==> src/rtl/parallel_to_serial_right_pkg.sv <==
// Shared definitions for the parallel/serial converters: state encoding and
// beat/counter sizing helpers.
package parallel_to_serial_right_pkg;

  typedef enum logic {
    IDLE     = 1'b0,
    SHIFTING = 1'b1
  } state_t;

  // Number of serial beats needed to carry one parallel word.
  function automatic int calc_beats(input int width, input int serial_width);
    return width / serial_width;
  endfunction

  // Beat counter width; a single-beat word still needs a one-bit counter.
  function automatic int calc_count_width(input int beats);
    return (beats > 1) ? $clog2(beats) : 1;
  endfunction

endpackage

==> src/rtl/parallel_to_serial_right_shifter_right.sv <==
// Static right shifter: moves the word down by SHIFT bits and fills the
// vacated MSBs with PAD_VALUE.
module shifter_right #(
  parameter int   WIDTH     = 8,
  parameter int   SHIFT     = 1,
  parameter logic PAD_VALUE = 1'b0
) (
  input  logic [WIDTH-1:0] data_in,
  output logic [WIDTH-1:0] data_out
);

  for (genvar gi = 0; gi < WIDTH; gi++) begin : g_bit
    if (gi + SHIFT < WIDTH) begin : g_move
      assign data_out[gi] = data_in[gi + SHIFT];
    end else begin : g_pad
      assign data_out[gi] = PAD_VALUE;
    end
  end

endmodule

==> src/rtl/parallel_to_serial_right.sv <==
// Parallel-to-serial converter, LSB-first, valid/ready on both sides.
// Define PARALLEL_TO_SERIAL_RIGHT_BACK_TO_BACK_EN for zero-bubble word streaming.
module parallel_to_serial_right
  import parallel_to_serial_right_pkg::*;
#(
  parameter int   WIDTH        = 8,
  parameter int   SERIAL_WIDTH = 1,
  parameter logic PAD_VALUE    = 1'b0
) (
  input  logic                    clock,
  input  logic                    resetn,
  input  logic [WIDTH-1:0]        parallel_data,
  input  logic                    parallel_valid,
  output logic                    parallel_ready,
  output logic [SERIAL_WIDTH-1:0] serial_data,
  output logic                    serial_valid,
  input  logic                    serial_ready,
  output logic                    serial_last,
  output logic                    busy
);

  localparam int BEATS = calc_beats(WIDTH, SERIAL_WIDTH);
  localparam int CNT_W = calc_count_width(BEATS);
  localparam logic [CNT_W-1:0] LAST_LOAD = CNT_W'(BEATS - 1);

  if (SERIAL_WIDTH < 1 || SERIAL_WIDTH > WIDTH || (WIDTH % SERIAL_WIDTH) != 0) begin : g_param_check
    $error("parallel_to_serial_right: SERIAL_WIDTH must divide WIDTH and lie in 1..WIDTH");
  end

  state_t             state_reg, state_next;
  logic [WIDTH-1:0]   shift_reg, shift_next, shifted;
  logic [CNT_W-1:0]   beat_count_reg, beat_count_next;
  logic               serial_hs, parallel_hs;

  shifter_right #(
    .WIDTH     (WIDTH),
    .SHIFT     (SERIAL_WIDTH),
    .PAD_VALUE (PAD_VALUE)
  ) u_shifter (
    .data_in  (shift_reg),
    .data_out (shifted)
  );

  assign serial_valid = (state_reg == SHIFTING);
  assign serial_last  = serial_valid && (beat_count_reg == '0);
  assign busy         = serial_valid;
  assign serial_data  = shift_reg[SERIAL_WIDTH-1:0];

`ifdef PARALLEL_TO_SERIAL_RIGHT_BACK_TO_BACK_EN
  // Accept the next word in the same cycle the last beat leaves.
  assign parallel_ready = (state_reg == IDLE) || (serial_last && serial_ready);
`else
  assign parallel_ready = (state_reg == IDLE);
`endif

  assign serial_hs   = serial_valid && serial_ready;
  assign parallel_hs = parallel_valid && parallel_ready;

  always_comb begin
    state_next      = state_reg;
    shift_next      = shift_reg;
    beat_count_next = beat_count_reg;
    if (serial_hs) begin
      shift_next      = shifted;
      beat_count_next = beat_count_reg - CNT_W'(1);
      if (serial_last) begin
        state_next = IDLE;
      end
    end
    // A load wins over the final shift so a reloaded word is not lost.
    if (parallel_hs) begin
      shift_next      = parallel_data;
      beat_count_next = LAST_LOAD;
      state_next      = SHIFTING;
    end
  end

  always_ff @(posedge clock or negedge resetn) begin
    if (!resetn) begin
      state_reg      <= IDLE;
      shift_reg      <= {WIDTH{PAD_VALUE}};
      beat_count_reg <= '0;
    end else begin
      state_reg      <= state_next;
      shift_reg      <= shift_next;
      beat_count_reg <= beat_count_next;
    end
  end

endmodule

==> config.mk <==
export PLATFORM = sky130hd
export DESIGN_NAME = parallel_to_serial_right
export DESIGN_NICKNAME = d
export VERILOG_FILES = /design/src/rtl/parallel_to_serial_right_pkg.sv /design/src/rtl/parallel_to_serial_right_shifter_right.sv /design/src/rtl/parallel_to_serial_right.sv
export SDC_FILE = /design/constraint.sdc
export NUM_CORES = 1
export LEC_CHECK = 0
export ABC_AREA = 1
export CORE_AREA = 8 8 56 58
export CTS_BUF_LIST = sky130_fd_sc_hd__clkbuf_8 sky130_fd_sc_hd__clkbuf_16
export DETAILED_ROUTE_END_ITERATION = 8
export DIE_AREA = 0 0 64 66
export PLACE_DENSITY_LB_ADDON = 0.05
export SETUP_SLACK_MARGIN = 0.02
export SLEW_MARGIN = 25
export SYNTH_ARGS = -nofsm -noshare
export SYNTH_HDL_FRONTEND = slang
export SYNTH_SLANG_ARGS = --single-unit
==> constraint.sdc <==
create_clock -name clock -period 1.3 [get_ports clock]
set_clock_uncertainty 0.2 [all_clocks]
set_input_delay 0.39 -clock clock [delete_from_list [all_inputs] [get_ports clock]]
set_output_delay 0.39 -clock clock [all_outputs]
set_load 0.05 [all_outputs]
==> results_slide.txt, run 1 <==
Physical Implementation Snapshot

Place
  • Detailed placement HPWL: 1250 um
  • Cell Count Post-Placement: 141

Run status
  • Outcome: finished, violations left
  • Violated checks: setup timing

STA
  • Setup ws final: -423 ps
  • Peak Freq: between 500 and 600 MHz
  • Count of endpoints failing setup in the final report: 17

Final layout
  • Net count, final: 137
  • Storage element area: 304 sq um
  • Combinational gates: 54
  • Antenna fix cells: 0
  • Cell type taking the most area: combinational gates
  • Number of clock-tree buffers in the layout: 4

Synth
  • Dominant non-sequential cell family after synthesis: simple AND/OR/NAND/NOR gates
  • Syn nets: 99

CTS
  • Quantity of hold-fixing buffers added after cts: 0
  • Clock slew at reported path FFs: 60 ps
  • Max Buffers Root-to-Sink: 2
  • CTS Sinks: 12
  • Buffers inserted during post-CTS setup optimization: 5

Critical path
  • Data arrival at the endpoint of the critical path: about 1100 ps
  • Critical Path Start: beat_count_reg[1]$_DFFE_PN0P_
  • Reg2Reg Depth: 8
  • Worst reg2reg path startpoint: busy$_DFFE_PN0P_

Floorplanning
  • I/O pin cnt: 17
  • Floorplan utilization: 0.277
  • Number of tap cells inserted: 30
  • DIE WIDTH: around 64 um
  • FP Rows: 18
  • Die footprint: 4220 sq um

Power
  • Power, Total: 2830 uW
  • Leakage power: 0.000609 uW
  • Power per cell area: around 2200 nW/um^2

Drt
  • Antenna Violating Nets Remaining: 0
  • DR vias/cell: 4.24
  • Initial DRC Count: 15
  • Wire per inst: 11.8 um
-- run 1: layout by cell type (no fill, tap or decap) --
cell / instances
sky130_fd_sc_hd__nand2_1: 22
sky130_fd_sc_hd__o211ai_1: 1
sky130_fd_sc_hd__ha_4: 2
sky130_fd_sc_hd__buf_6: 7
sky130_fd_sc_hd__buf_4: 10
sky130_fd_sc_hd__nand2_4: 1
sky130_fd_sc_hd__buf_12: 6
sky130_fd_sc_hd__inv_8: 2
sky130_fd_sc_hd__o21ai_1: 2
sky130_fd_sc_hd__clkbuf_8: 4
sky130_fd_sc_hd__dfrtp_1: 11
sky130_fd_sc_hd__dfrtp_4: 1
sky130_fd_sc_hd__inv_1: 13
sky130_fd_sc_hd__dlygate4sd2_1: 2
sky130_fd_sc_hd__a21oi_2: 1
sky130_fd_sc_hd__nand2_8: 3
sky130_fd_sc_hd__o21ai_0: 2
sky130_fd_sc_hd__o21ai_2: 1
sky130_fd_sc_hd__nand3_1: 3
sky130_fd_sc_hd__clkdlybuf4s50_1: 9
sky130_fd_sc_hd__nand2_2: 8
sky130_fd_sc_hd__nand3_2: 5
sky130_fd_sc_hd__inv_2: 3
sky130_fd_sc_hd__nor2_4: 3
-- run 1: how the worst max path moves through the flow --
stage | slack [ps] | endpoint | depth (start not counted)
6_report | -420 | serial_last | 5
5_1_grt | -470 | serial_last | 5
4_1_cts | -430 | serial_last | 5
3_5_place_dp | -410 | shift_reg[4]$_DFFE_PN0P_ | 6
3_3_place_gp | -410 | shift_reg[5]$_DFFE_PN0P_ | 6
2_1_floorplan | -230 | serial_last | 2
-- run 1: cells in the mapped netlist, drive strengths merged --
cell type | n | area share
nand2 | 34 | 0.23
inv | 18 | 0.11
nand3 | 8 | 0.062
ha | 2 | 0.039
o21ai | 5 | 0.039
a21oi | 1 | 0.0078
nor2 | 3 | 0.021
buf | 1 | 0.012
o211ai | 1 | 0.012
dfrtp | 12 | 0.47
-- run 1: worst max-delay path, stage by stage, from the launching register on --
cell                      delay, ps
sky130_fd_sc_hd__dfrtp_1        390
sky130_fd_sc_hd__inv_2           80
sky130_fd_sc_hd__ha_4           130
sky130_fd_sc_hd__nand2_4         50
sky130_fd_sc_hd__nor2_4         100
sky130_fd_sc_hd__buf_12         140
-- run 1: where the power goes --
group | internal [uW] | switching (uW)
sequential | 547 | 139
combinational | 861 | 864
clock | 268 | 152
-- run 1: logic make-up (layout without fill, tap and decap cells) --
kind of cell | count (synthesis) | count (layout)
AND/OR/NAND/NOR | 45 | 45
buffers and inverters | 19 | 56
flip-flops | 12 | 12
AND-OR/OR-AND | 7 | 7
adder cells (fa/ha/maj) | 2 | 2
-- run 1: metal layers --
metal / up-vias / wire length [um]
met5: - / 0
met4: 0 / 44
met3: 5 / 70
met2: 13 / 911
met1: 297 / 760
li1: 330 / -
-- run 1: metrics by stage --
step           area, sq um  setup WS (ps)   util  setup TNS (ps)  hold WS [ps]
6_report              1260           -423  0.543           -2880           272
3_5_place_dp           996           -409  0.429           -4660           265
3_3_place_gp           996           -413  0.429           -4590           266
4_1_cts               1140           -432  0.492           -2250           277
2_1_floorplan          661           -233      -            -759          -106
5_1_grt               1260           -473  0.543           -3750           310
Figure 1. Congestion heat map (run 1).
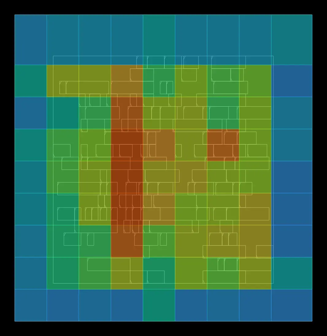
layer carrying the most global-route usage: met2
GRT met2 Usage: 0.162

Figure 2. Selected gate families (run 1).
(8 px per um)
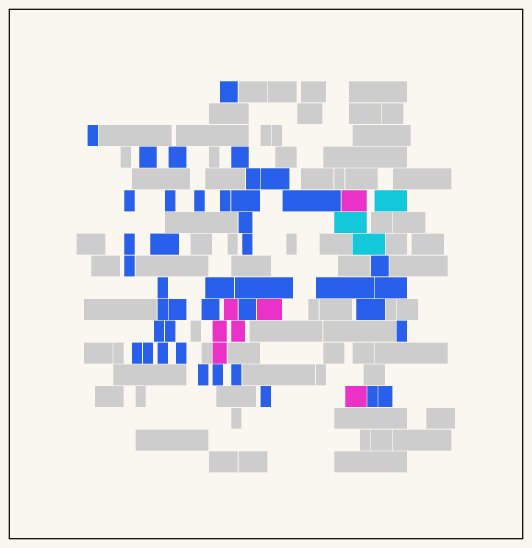
NAND gates -> blue  # cells 42, most used nand2_1
inverting AOI/OAI gates -> magenta  # cells 7, where middle
NOR gates -> cyan  # cells 3, most used nor2_4
most frequent logic cell in the layout: sky130_fd_sc_hd__nand2_1
Comb area share: 0.316

Figure 3. Routed clock nets over the placement (run 1).
(6 px per um)
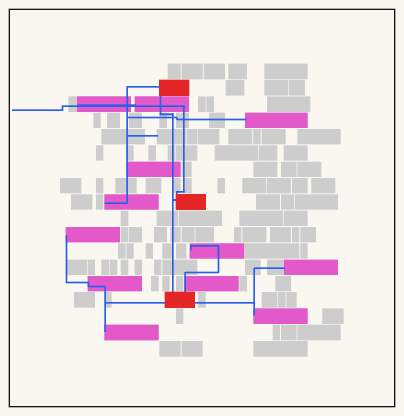
flip-flops -> magenta  # count 12
clock wires -> blue  # length 237 um
cells driving clock nets -> red  # count 3
routed clock nets = 4
clock share of power: 0.149
insertion delay at the late pin of the worst-skew pair: 250 ps

--- run 2 (diff from run 1) ---
--- a/config.mk
+++ b/config.mk
@@ -6,10 +6,12 @@
 export NUM_CORES = 1
 export LEC_CHECK = 0
 export ABC_AREA = 1
-export CORE_AREA = 8 8 56 58
+export CELL_PAD_IN_SITES_DETAIL_PLACEMENT = 1
+export CELL_PAD_IN_SITES_GLOBAL_PLACEMENT = 1
+export CORE_AREA = 8 8 58 55
 export CTS_BUF_LIST = sky130_fd_sc_hd__clkbuf_8 sky130_fd_sc_hd__clkbuf_16
 export DETAILED_ROUTE_END_ITERATION = 8
-export DIE_AREA = 0 0 64 66
+export DIE_AREA = 0 0 66 63
 export PLACE_DENSITY_LB_ADDON = 0.05
 export SETUP_SLACK_MARGIN = 0.02
 export SLEW_MARGIN = 25
Figure 4. Wiring heat map (run 2).
(6 px per um) The die is cut into 13 by 13 equal tiles; white is low, dark blue is high, scaled to the fullest tile. Values are wire area over tile area, all layers added.
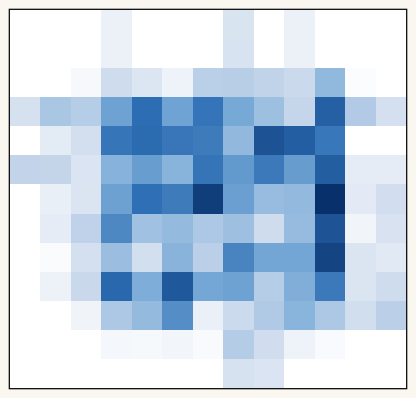
densest ninth of the die = middle
tiles over half the peak = 22%
nearly empty tiles = 29%
emptiest ninth of the die = bottom left
fullest tile = 0.31
vias post-DR: 660
detailed-route wire length: 2230 um
global-route usage over all layers: 0.108
wire per inst: 15.1 um

Figure 5. A small window of the routed layout (run 2).
Region (18, 4) to (48, 34) um. Cells in grey, sequential cells in the stronger grey; small squares are vias.
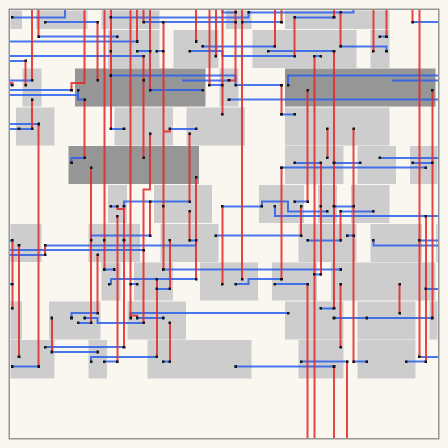
met2 -> red
met1 -> blue
most frequent = buf_4 (6), buf_6 (6), nand2_1 (4)
cells with their middle in the window = 40
sequential cells in the window = 3

Figure 6. Routed clock nets over the placement (run 2).
(6 px per um)
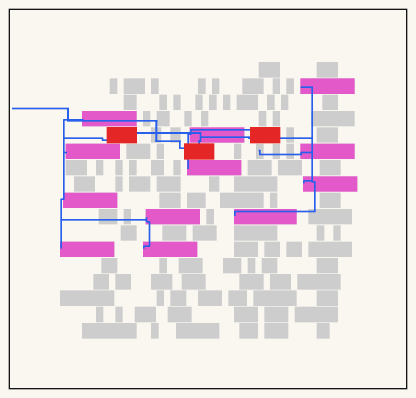
cells driving clock nets -> red  # count 3
flip-flops -> magenta  # count 12
clock wires -> blue  # length 199 um
routed clock nets = 4
reported clock group power: 348 uW
insertion delay at the late pin of the worst-skew pair: 240 ps
clock share of power: 0.121

==> run 2 against run 1 <==
  * The flow still finishes with violations (setup timing)
  * Design area rose by 0.99%
  * Maximum frequency fell by 0.52%
  * Flip-flop count did not move
  * Sequential power barely moved
  * Clock power fell by 17%
  * Power rose by 1.5%
  * Non-clock buffer count fell by 2
  * Register-to-register slack barely moved
  * Via count rose by 2.3%
  * Critical path type unchanged
  * Critical endpoint unchanged
  * Largest cell class unchanged
==> results_slide.txt, run 2 <==
Physical Implementation Snapshot

Run status
  • Outcome: finished, violations left
  • Violated checks: setup timing

Floorplanning
  • Die footprint: 4160 sq um (-1.6%)
  • I/O pin cnt: 17 (unchanged)
  • Floorplan utilization: 0.279 (+0.00271)

Drt
  • Antenna Violating Nets Remaining: 0 (unchanged)
  • Length of routed met3 wiring: 77 um (+10%)
  • Initial DRC Count: 18 (+3)
  • Met2 wire length: 1180 um (+30%)
  • Top routing layer in use: met4
  • Metal-1 WL: 929 um (+22%)

Place
  • Cell Count Post-Placement: 138 (-2.1%)
  • Placed cell areas: 998 sq um (+0.25%)
  • Detailed placement HPWL: 1430 um (+15%)

Power
  • Power, Total: 2870 uW (+1.5%)
  • Leakage power: 0.000621 uW (+1.9%)
  • Power per cell area: 2260 nW/um^2 (+0.49%)

Critical path
  • Worst reg2reg path startpoint: busy$_DFFE_PN0P_
  • Reg2Reg Depth: 7 (-1)
  • Critical Path Start: beat_count_reg[1]$_DFFE_PN0P_
  • Data arrival at the endpoint of the critical path: 1140 ps (about the same)

STA
  • Count of endpoints failing setup in the final report: 17 (unchanged)
  • Setup ws final: -432 ps (-9.05 ps)
  • Peak Freq: 577 MHz (-0.52%)

Final layout
  • Most frequent logic cell in the layout: sky130_fd_sc_hd__nand2_1
  • Top library cells by usage in the layout, fill and taps aside: sky130_fd_sc_hd__nand2_1, sky130_fd_sc_hd__inv_1, sky130_fd_sc_hd__dfrtp_1
  • Antenna fix cells: 0 (unchanged)
  • Layout Cell Area excl Fill: 1270 sq um (+0.99%)

Synth
  • Most frequently used flop master after synthesis: sky130_fd_sc_hd__dfrtp_1
  • Largest area contributor in the netlist: sky130_fd_sc_hd__dfrtp_1
  • Async set or reset register ratio after synthesis: 1.00 (unchanged)
  • Fraction of synthesized cell area taken by the top area cell type: 0.468 (unchanged)
  • Synth top area cells: sky130_fd_sc_hd__dfrtp_1, sky130_fd_sc_hd__nand2_1, sky130_fd_sc_hd__inv_1
  • Most numerous cell types in the synthesized netlist: sky130_fd_sc_hd__nand2_1, sky130_fd_sc_hd__inv_1, sky130_fd_sc_hd__dfrtp_1
  • Number of enable flip-flop cells: 0 (unchanged)

CTS
  • Clock slew at reported path FFs: 60 ps (about the same)
==> run 2: cell count changes in the layout (fill, tap and decap cells not counted), sizes merged <==
cell	previous run	this run
buf	23	21
clkbuf	4	3
inv	18	19
==> run 2: per-layer routing <==
metal  GRT usage  up-vias
met5           0        -
met4      0.0160        0
met3      0.0394        4
met2       0.192       14
met1       0.118      314
li1            -      328
==> run 2: worst max-delay path, stage by stage (launching register included) <==
cell and delay, ps:
sky130_fd_sc_hd__dfrtp_1 380, sky130_fd_sc_hd__inv_2 80, sky130_fd_sc_hd__ha_4 150, sky130_fd_sc_hd__nand2_4 50, sky130_fd_sc_hd__nor2_4 100, sky130_fd_sc_hd__buf_12 140
==> run 2: logic make-up (layout without fill, tap and decap cells) <==
kind of cell	Yosys count	in the layout	share of synthesized area
flops	12	12	0.468
compound gates	7	7	0.0585
buf+inv	19	54	0.117
simple gates	45	45	0.318
fa+ha+maj	2	2	0.0390
==> run 2: repair_timing <==
item,in CTS,in global routing
setup endpoints to repair,17,17
resized,16,35
pin swaps,7,10
buffers inserted,8,4
==> run 2: worst max path at each step <==
stage,to,slack (ps)
6_report,serial_last,-430
4_1_cts,serial_last,-410
3_5_place_dp,beat_count_reg[2]$_DFFE_PN0P_,-420
3_3_place_gp,beat_count_reg[2]$_DFFE_PN0P_,-390
2_1_floorplan,serial_last,-230
5_1_grt,serial_last,-470
==> run 2: per-stage QoR <==
step / setup TNS, ps / setup WS [ps] / util / hold slack [ps]
after floorplan: -759 / -233 / - / -106
after global placement: -4610 / -394 / 0.435 / 268
after detailed placement: -4900 / -415 / 0.435 / 274
after CTS: -2530 / -415 / 0.505 / 271
after global routing: -3750 / -475 / 0.553 / 268
final: -2990 / -432 / 0.553 / 267
==> run 2: layout make-up <==
type	instances	area (sq um)
clock inverters	1	3.75
inverters	18	90.1
multi-input cells	54	422
repair buffers	32	375
clock buffers	3	41.3
flip-flops and latches	12	304
fillers	270	1030
well taps	28	35.0
==> run 2: power breakdown <==
| part | switching (uW) | internal [uW] | total, uW |
|---|---|---|---|
| Sequential | 140 | 547 | 687 |
| Clock | 141 | 208 | 348 |
| Combinational | 966 | 872 | 1840 |
--- run 3 (diff from run 2) ---
==> constraint.sdc (replaced) <==
create_clock -name clock -period 1.68 [get_ports clock]
set_clock_uncertainty 0.2 [all_clocks]
set_input_delay 0.504 -clock clock [delete_from_list [all_inputs] [get_ports clock]]
set_output_delay 0.504 -clock clock [all_outputs]
set_load 0.05 [all_outputs]
Figure 7. Selected gate families (run 3).
(8 px per um)
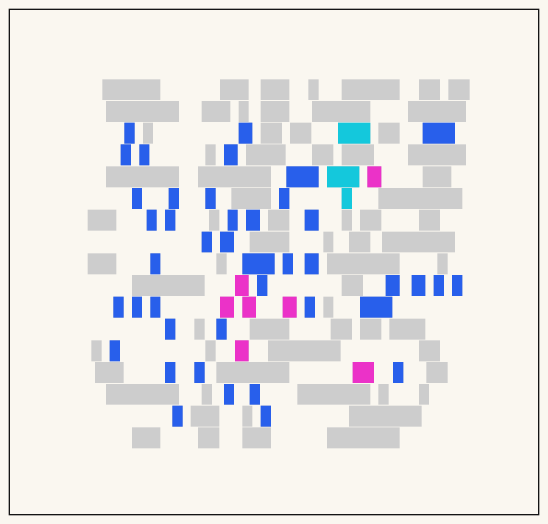
inverting AOI/OAI gates -> magenta  # cells 7, most used o21ai_0, where middle
NOR gates -> cyan  # cells 3, most used nor2_4
NAND gates -> blue  # cells 42, most used nand2_1
Comb area share: 0.272
count of non-filler cells in the finished layout: 148

Figure 8. A small window of the routed layout (run 3).
Region (18, 4) to (48, 34) um. Cells in grey, sequential cells in the stronger grey; small squares are vias.
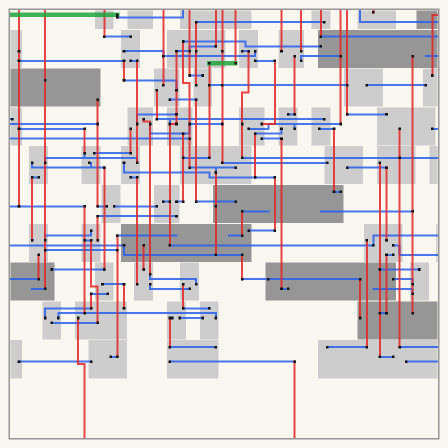
met1 -> blue
met2 -> red
met3 -> green
cells with their middle in the window = 44
netlist names of flops here include = `shift_reg` (4), `beat_count_reg` (2)
most frequent = nand2_1 (13), dfrtp_1 (6)
sequential cells in the window = 6

Figure 9. Wiring heat map (run 3).
(6 px per um) The die is cut into 13 by 13 equal tiles; white is low, dark blue is high, scaled to the fullest tile. Values are wire area over tile area, all layers added.
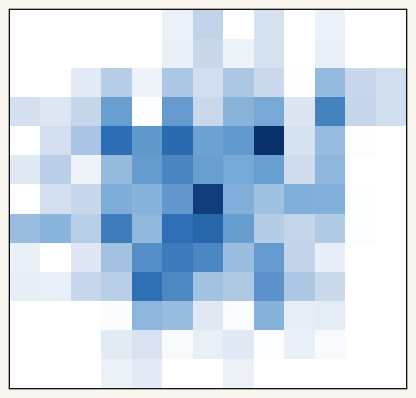
fullest tile = 0.29
emptiest ninth of the die = bottom right
tiles over half the peak = 17%
densest ninth of the die = middle
nearly empty tiles = 34%
global-route usage over all layers: 0.0948
vias post-DR: 625
detailed-route wire length: 1800 um
wire per inst: 12.2 um

==> run 3 against run 2 <==
  * The flow still finishes with violations (setup timing)
  * Design area down 14%
  * Via count down 5.3%
  * Hold slack better by 17 ps
  * Largest power group unchanged
  * Wire length down 19%
  * Critical path depth unchanged
  * Cell count unchanged
  * Die area unchanged
==> results_slide.txt, run 3 <==
Physical Implementation Snapshot

Run status
  • Outcome: finished, violations left
  • Violated checks: setup timing

CTS
  • Clock slew at reported path FFs: 60 ps (about the same)

Place
  • Post-placement setup slack: -177 ps (+239 ps)

Floorplanning
  • I/O pin cnt: 17 (unchanged)
  • Floorplan utilization: 0.279 (unchanged)
  • Die footprint: 4160 sq um (unchanged)

Critical path
  • Cell chain of the critical path: inv_2, ha_4, nand2_4, nor2_4, buf_12
  • Slowest cell on the critical path: sky130_fd_sc_hd__dfrtp_1
  • Data arrival at the endpoint of the critical path: 1140 ps (about the same)

Drt
  • Initial DRC Count: 12 (-6)
  • Antenna Violating Nets Remaining: 0 (unchanged)

STA
  • Setup ws final: -161 ps (+270 ps)
  • Count of endpoints failing setup in the final report: 3 (-14)

Final layout
  • Logic cell area: 299 sq um (-29%)

Power
  • Power, Total: 1940 uW (-33%)
  • Register share of total power: 0.262 (+0.023)
  • Net switching component of the power: 770 uW (-38%)
  • Power per cell area: 1760 nW/um^2 (-22%)
  • Combinational share of power: 0.575 (-0.065)

Synth
  • Async set or reset register ratio after synthesis: 1.00 (unchanged)
  • Largest area contributor in the netlist: sky130_fd_sc_hd__dfrtp_1
  • Number of enable flip-flop cells: 0 (unchanged)
[run 3: worst paths after layout]
path	start	end	depth (start not counted)
setup / recovery	beat_count_reg[1]$_DFFE_PN0P_	serial_last	5
hold / removal	shift_reg[1]$_DFFE_PN0P_	shift_reg[1]$_DFFE_PN0P_	2
setup reg to reg	busy$_DFFE_PN0P_	shift_reg[0]$_DFFE_PN0P_	8
hold reg to reg	shift_reg[1]$_DFFE_PN0P_	shift_reg[1]$_DFFE_PN0P_	2
max in group asynchronous	resetn	busy$_DFFE_PN0P_	2
min in group asynchronous	resetn	shift_reg[5]$_DFFE_PN0P_	2
[run 3: what timing repair did]
| item | CTS | global route |
|---|---|---|
| pin swaps | 1 | 0 |
| setup buffers | 6 | 2 |
| endpoints found under the setup margin | 4 | 7 |
| resized | 7 | 1 |
[run 3: power by group through the flow]
stage | Clock, uW | Sequential, uW | Combinational [uW]
CTS | 327 | 509 | 1090
global route | 341 | 526 | 1220
finish | 316 | 507 | 1110
global placement | 0 | 526 | 912
floorplan | 0 | 560 | 472
detailed placement | 0 | 526 | 926
[run 3: kinds of logic after synthesis]
kind of cell,Yosys count,synth area share
AND/OR/NAND/NOR,45,0.318
buffers and inverters,19,0.117
flip-flops,12,0.468
AND-OR/OR-AND,7,0.0585
adder cells (fa/ha/maj),2,0.0390
[run 3: cell type report]
cell class	count	share of cell area
timing repair buffer	32	0.301
sequential	12	0.277
multi-input combinational	54	0.272
inverter	18	0.0683
clock buffer	4	0.0501
tap	28	0.0319
[run 3: per-layer routing]
metal  GRT usage  up-vias  share of wire
met5           0        -              0
met4      0.0320        0         0.0061
li1            -      323              -
met2       0.157        9           0.49
met1       0.112      291           0.46
met3      0.0287        2          0.043
[run 3: worst max-delay path: cells and delay by family, from the launching register on]
family                     cells  cell delay [ps]
DFF                            1              380
adders and majority gates      1              140
buffers and inverters          2              220
and+or+nand+nor                2              160
[run 3: through the flow]
step	instance area (sq um)	util	std cells	hold slack, ps
floorplan	658	-	85	8.41
global placement	956	0.416	136	265
detailed placement	956	0.416	136	275
CTS	1080	0.469	146	289
global route	1100	0.478	148	327
finish	1100	0.478	148	284
Power and IR drop assume default switching activity.
